wire_density.png
The die is cut into 16 by 16 equal tiles; black is low, pale yellow is high, scaled to the fullest tile. Values are wire area over tile area, all layers added.
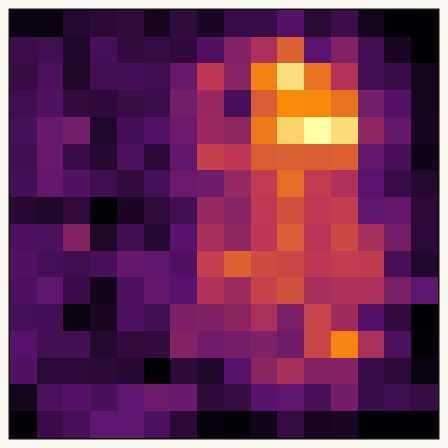
port_nets.png
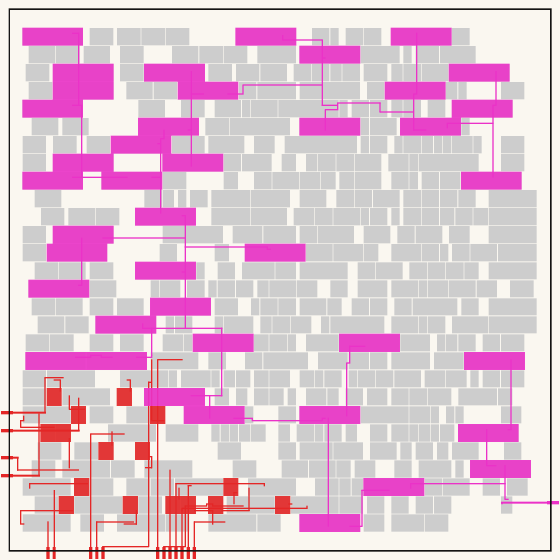
registers.png
Other sequential cells in the stronger gray, the rest of the logic in the fainter gray.
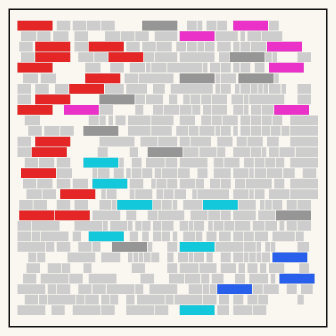
met3.png
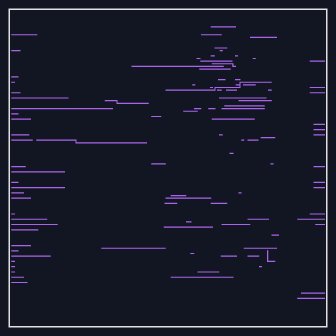
===== src/rtl/imem_pkg.sv =====
// imem_pkg: shared parameter defaults and FSM state encoding for the
// instruction-memory load/fetch controller (imem_ctrl).
package imem_pkg;

    // Default geometry of the external shift-in IMEM.
    localparam int IMEM_DEPTH  = 64;
    localparam int IMEM_WIDTH  = 16;
    localparam int IMEM_ADDR_W = $clog2(IMEM_DEPTH);

    // Controller states.
    typedef enum logic [2:0] {
        ST_IDLE   = 3'd0,
        ST_LOAD   = 3'd1,
        ST_LOADED = 3'd2,
        ST_FETCH  = 3'd3,
        ST_DONE   = 3'd4
    } imem_ctrl_state_t;

endpackage


===== src/rtl/imem_ctrl.sv =====
// imem_ctrl: loads a program into an external shift-in IMEM (new words enter
// entry 0) and then streams it back out in program order through a single
// output register with valid/ready handshake.
// Optional build macro IMEM_CTRL_LOOP_EN: fetch wraps from the last word back
// to pc 0 forever instead of finishing in DONE.
module imem_ctrl
    import imem_pkg::*;
#(
    parameter int DEPTH  = IMEM_DEPTH,
    parameter int WIDTH  = IMEM_WIDTH,
    parameter int ADDR_W = IMEM_ADDR_W
) (
    input  logic              clk,
    input  logic              rst,
    // program load stream
    input  logic              load_start,
    input  logic              load_valid,
    input  logic [WIDTH-1:0]  load_data,
    input  logic              load_last,
    output logic              load_ready,
    // control
    input  logic              run_start,
    input  logic              abort,
    // IMEM drive (asynchronous read)
    output logic              imem_shift_enable,
    output logic [WIDTH-1:0]  imem_new_value,
    output logic [ADDR_W-1:0] imem_addr,
    input  logic [WIDTH-1:0]  imem_data_out,
    // fetch stream
    output logic              instr_valid,
    output logic [WIDTH-1:0]  instr_data,
    output logic [ADDR_W-1:0] instr_pc,
    input  logic              instr_ready,
    // status
    output logic              busy,
    output logic              done,
    output logic              err_ovf
);

    // count must be able to hold DEPTH itself, hence one extra bit.
    localparam int               CNT_W   = ADDR_W + 1;
    localparam logic [CNT_W-1:0] DEPTH_C = CNT_W'(DEPTH);

    imem_ctrl_state_t state, state_nx;

    logic [CNT_W-1:0] count;      // words held in IMEM
    logic [CNT_W-1:0] pc;         // next program index to issue
    logic [CNT_W-1:0] rd_pc;      // program index being read this cycle
    logic [CNT_W-1:0] count_inc;
    logic [CNT_W-1:0] last_pc;

    logic take_load;   // load_start honoured this cycle
    logic take_run;    // run_start honoured this cycle
    logic accept;      // load beat accepted
    logic fill_done;   // accepted beat closes the load
    logic advance;     // output register may take a new word
    logic more;        // words remain to be issued
    logic issue;       // output register loads a word this cycle
    logic fetch_end;   // last word has left the output register

    assign count_inc = count + 1'b1;
    assign last_pc   = count - 1'b1;

    // Decode of inputs against the current state; abort masks every request.
    always_comb begin
        take_load = 1'b0;
        take_run  = 1'b0;
        accept    = 1'b0;
        fill_done = 1'b0;
        advance   = 1'b0;
        more      = 1'b0;
        issue     = 1'b0;
        fetch_end = 1'b0;
        rd_pc     = '0;

        if (!abort) begin
            take_load = load_start &&
                        (state == ST_IDLE || state == ST_LOADED || state == ST_DONE);
            // load_start wins a tie with run_start; an empty program never runs.
            take_run  = run_start && !load_start &&
                        (state == ST_LOADED || state == ST_DONE) && (count != '0);
            accept    = (state == ST_LOAD) && load_valid && (count < DEPTH_C);
        end

        fill_done = accept && (load_last || (count_inc == DEPTH_C));
        advance   = !instr_valid || instr_ready;

`ifdef IMEM_CTRL_LOOP_EN
        more = 1'b1;
`else
        more = (pc < count);
`endif

        issue     = take_run || ((state == ST_FETCH) && !abort && advance && more);
        fetch_end = (state == ST_FETCH) && !abort && advance && !more;

        // Fetch starts at pc 0 in the same cycle run_start is seen so the first
        // word is valid one cycle later. Once everything is issued the read
        // index parks on the last word so imem_addr stays put while it waits.
        if (take_run) begin
            rd_pc = '0;
        end else if (more) begin
            rd_pc = pc;
        end else begin
            rd_pc = last_pc;
        end
    end

    // State register.
    always_ff @(posedge clk or negedge rst) begin
        if (!rst) begin
            state <= ST_IDLE;
        end else begin
            state <= state_nx;
        end
    end

    // Next-state logic; abort returns to IDLE from anywhere.
    always_comb begin
        state_nx = state;
        if (abort) begin
            state_nx = ST_IDLE;
        end else begin
            case (state)
                ST_IDLE: begin
                    if (take_load) state_nx = ST_LOAD;
                end
                ST_LOAD: begin
                    if (fill_done) state_nx = ST_LOADED;
                end
                ST_LOADED, ST_DONE: begin
                    if (take_load)     state_nx = ST_LOAD;
                    else if (take_run) state_nx = ST_FETCH;
                end
                ST_FETCH: begin
                    if (fetch_end) state_nx = ST_DONE;
                end
                default: state_nx = ST_IDLE;
            endcase
        end
    end

    // Moore status plus the combinational IMEM write/read drive.
    always_comb begin
        load_ready        = 1'b0;
        imem_shift_enable = 1'b0;
        imem_new_value    = '0;
        imem_addr         = '0;
        busy              = 1'b0;
        done              = 1'b0;

        case (state)
            ST_LOAD: begin
                load_ready = (count < DEPTH_C);
                busy       = 1'b1;
            end
            ST_FETCH: busy = 1'b1;
            ST_DONE:  done = 1'b1;
            default: ;
        endcase

        if (accept) begin
            imem_shift_enable = 1'b1;
            imem_new_value    = load_data;
        end

        // The first loaded word sits deepest in IMEM: entry count-1-pc.
        if (state == ST_FETCH || take_run) begin
            imem_addr = ADDR_W'(last_pc - rd_pc);
        end
    end

    // Word count and sticky overflow flag; both survive abort.
    always_ff @(posedge clk or negedge rst) begin
        if (!rst) begin
            count   <= '0;
            err_ovf <= 1'b0;
        end else if (take_load) begin
            count   <= '0;
            err_ovf <= 1'b0;
        end else if (accept) begin
            count <= count_inc;
            if ((count_inc == DEPTH_C) && !load_last) begin
                err_ovf <= 1'b1;
            end
        end
    end

    // Fetch pointer and the single output register.
    always_ff @(posedge clk or negedge rst) begin
        if (!rst) begin
            pc          <= '0;
            instr_valid <= 1'b0;
            instr_data  <= '0;
            instr_pc    <= '0;
        end else if (abort) begin
            instr_valid <= 1'b0;
        end else if (issue) begin
            instr_valid <= 1'b1;
            instr_data  <= imem_data_out;
            instr_pc    <= ADDR_W'(rd_pc);
`ifdef IMEM_CTRL_LOOP_EN
            pc          <= (rd_pc == last_pc) ? '0 : rd_pc + 1'b1;
`else
            pc          <= rd_pc + 1'b1;
`endif
        end else if (fetch_end) begin
            instr_valid <= 1'b0;
        end
    end

endmodule


===== config.mk =====
export PLATFORM = sky130hd
export DESIGN_NAME = imem_ctrl
export DESIGN_NICKNAME = d
export VERILOG_FILES = /design/src/rtl/imem_pkg.sv /design/src/rtl/imem_ctrl.sv
export SDC_FILE = /design/constraint.sdc
export NUM_CORES = 1
export LEC_CHECK = 0
export CAP_MARGIN = 20
export CORE_MARGIN = 1.5
export CORE_UTILIZATION = 41
export CTS_CLUSTER_DIAMETER = 120
export DETAILED_ROUTE_END_ITERATION = 8
export HOLD_SLACK_MARGIN = 0.06
export PLACE_DENSITY_LB_ADDON = 0.05
export SLEW_MARGIN = 20
export SYNTH_ARGS = -nofsm -noshare
export SYNTH_HDL_FRONTEND = slang
export SYNTH_SLANG_ARGS = --single-unit
export TNS_END_PERCENT = 30

===== constraint.sdc =====
create_clock -name clk -period 3.25 [get_ports clk]
set_input_delay 0.4875 -clock clk [delete_from_list [all_inputs] [get_ports clk]]
set_output_delay 0.4875 -clock clk [all_outputs]
set_load 0.05 [all_outputs]

==> summary.txt <==
Notes on the physical design

The run finished, with violations left. The final reports fail on negative setup slack. Yosys reported that registers with async set or reset make up 100.0%. The register with the most flip-flops in the layout has 16 of them. For this run, the total global-route usage over all layers was measured as around 26%. TritonCTS built the clock tree. The synth_stat.txt file lists the number of cells as 258.

In this run the VDD rail shows a maximum IR drop of approximately 1200 uV. The actual slew at the worst max-slew pin is 1.087 ns. The most common cell in the netlist is dfrtp_1.

The number of enable-type register cells in the synthesized netlist is 0. The end-of-flow timing check tallies setup violations at 8. The number of antenna violations at the first check in global routing is 0. The post-layout worst setup margin is -0.4242 ns.

The first global-routing pass estimated approximately 13000 um of wire. A synthesized cell averages roughly 9.8 sq um. The vias per cell is between 5 and 6.

The buffers inserted during post-CTS setup optimization is 33. In this run the top signal layer used is met4. The class of the worst hold path is primary input to asynchronous set/reset pin.
Back to the opening pictures, wire_density.png:
mean over tiles: 0.22
nearly empty tiles: 5.1%
tiles over half the peak: 15%
densest ninth of the die: middle
fullest tile: 0.80

Back to the opening pictures, port_nets.png:
[magenta] `rst` | bits: 1 | direction: input | end cells: 41 | buffers: 1 | wire: 354 um
[red] `imem_new_value` | bits: 16 | direction: output | end cells: 16 | buffers: 16 | wire: 336 um
ports placed on the boundary: 90
Port Buf Inserts: 89

Back to the opening pictures, registers.png:
[blue] `state` | sequential cells: 3
[cyan] `count` | sequential cells: 7
[red] `instr_data` | sequential cells: 16
[magenta] `instr_pc` | sequential cells: 6
not colored: 9

Back to the opening pictures, met3.png:
wire length on this layer: 546 um
nets with wire on the layer: 78
longest straight run: 26.0 um

==> critical path, cell delays in order (launching register included) <==
cell and delay, ns:
dfrtp_1 0.44, ha_4 0.32, nand2_4 0.07, o21ai_4 0.20, buf_6 0.13, a211o_1 0.16
o211ai_1 0.18, buf_4 0.19, buf_4 0.12, buf_4 0.12, buf_4 0.12, buf_4 0.12
buf_4 0.12, buf_4 0.12, buf_4 0.12, buf_4 0.12, buf_4 0.12, buf_4 0.13
buf_6 0.11, buf_6 0.12, xnor2_2 0.14, mux2_4 0.27
==> cell usage in the layout (no fill, tap or decap), types with 9 or more instances in the layout <==
cell              n
and2_1           16
buf_12           23
buf_4            70
buf_6            16
clkdlybuf4s50_1  62
dfrtp_1          41
inv_1            10
mux2_2           19
nand2_1          19
nor2_1           13
xnor2_1           9
==> final cells by class <==
type | count | area, sq um | share of cell area (%)
multi-input cells | 192 | 1690 | 35.22
clock buffers | 5 | 68.82 | 1.434
repair buffers | 175 | 1818 | 37.88
flip-flops and latches | 41 | 1026 | 21.38
clock inverters | 3 | 46.29 | 0.9645
well taps | 75 | 93.84 | 1.955
inverters | 15 | 56.30 | 1.173
==> report_power, final <==
part / internal, uW / total (uW) / switching, uW
logic: 2410 / 4760 / 2350
registers: 677 / 770 / 92.4
clock network: 230 / 430 / 200
total: 3310 / 5960 / 2640
==> logic make-up (layout without fill, tap and decap cells) <==
| family | count (synthesis) | count (layout) | synth area share, % |
|---|---|---|---|
| xor+xnor | 13 | 13 | 4.503 |
| compound gates | 46 | 46 | 12.12 |
| fa+ha+maj | 15 | 15 | 7.719 |
| buf+inv | 25 | 198 | 4.403 |
| simple gates | 92 | 92 | 19.25 |
| mux | 26 | 26 | 11.43 |
| flops | 41 | 41 | 40.57 |
Power is estimated from default activity; no workload was simulated.
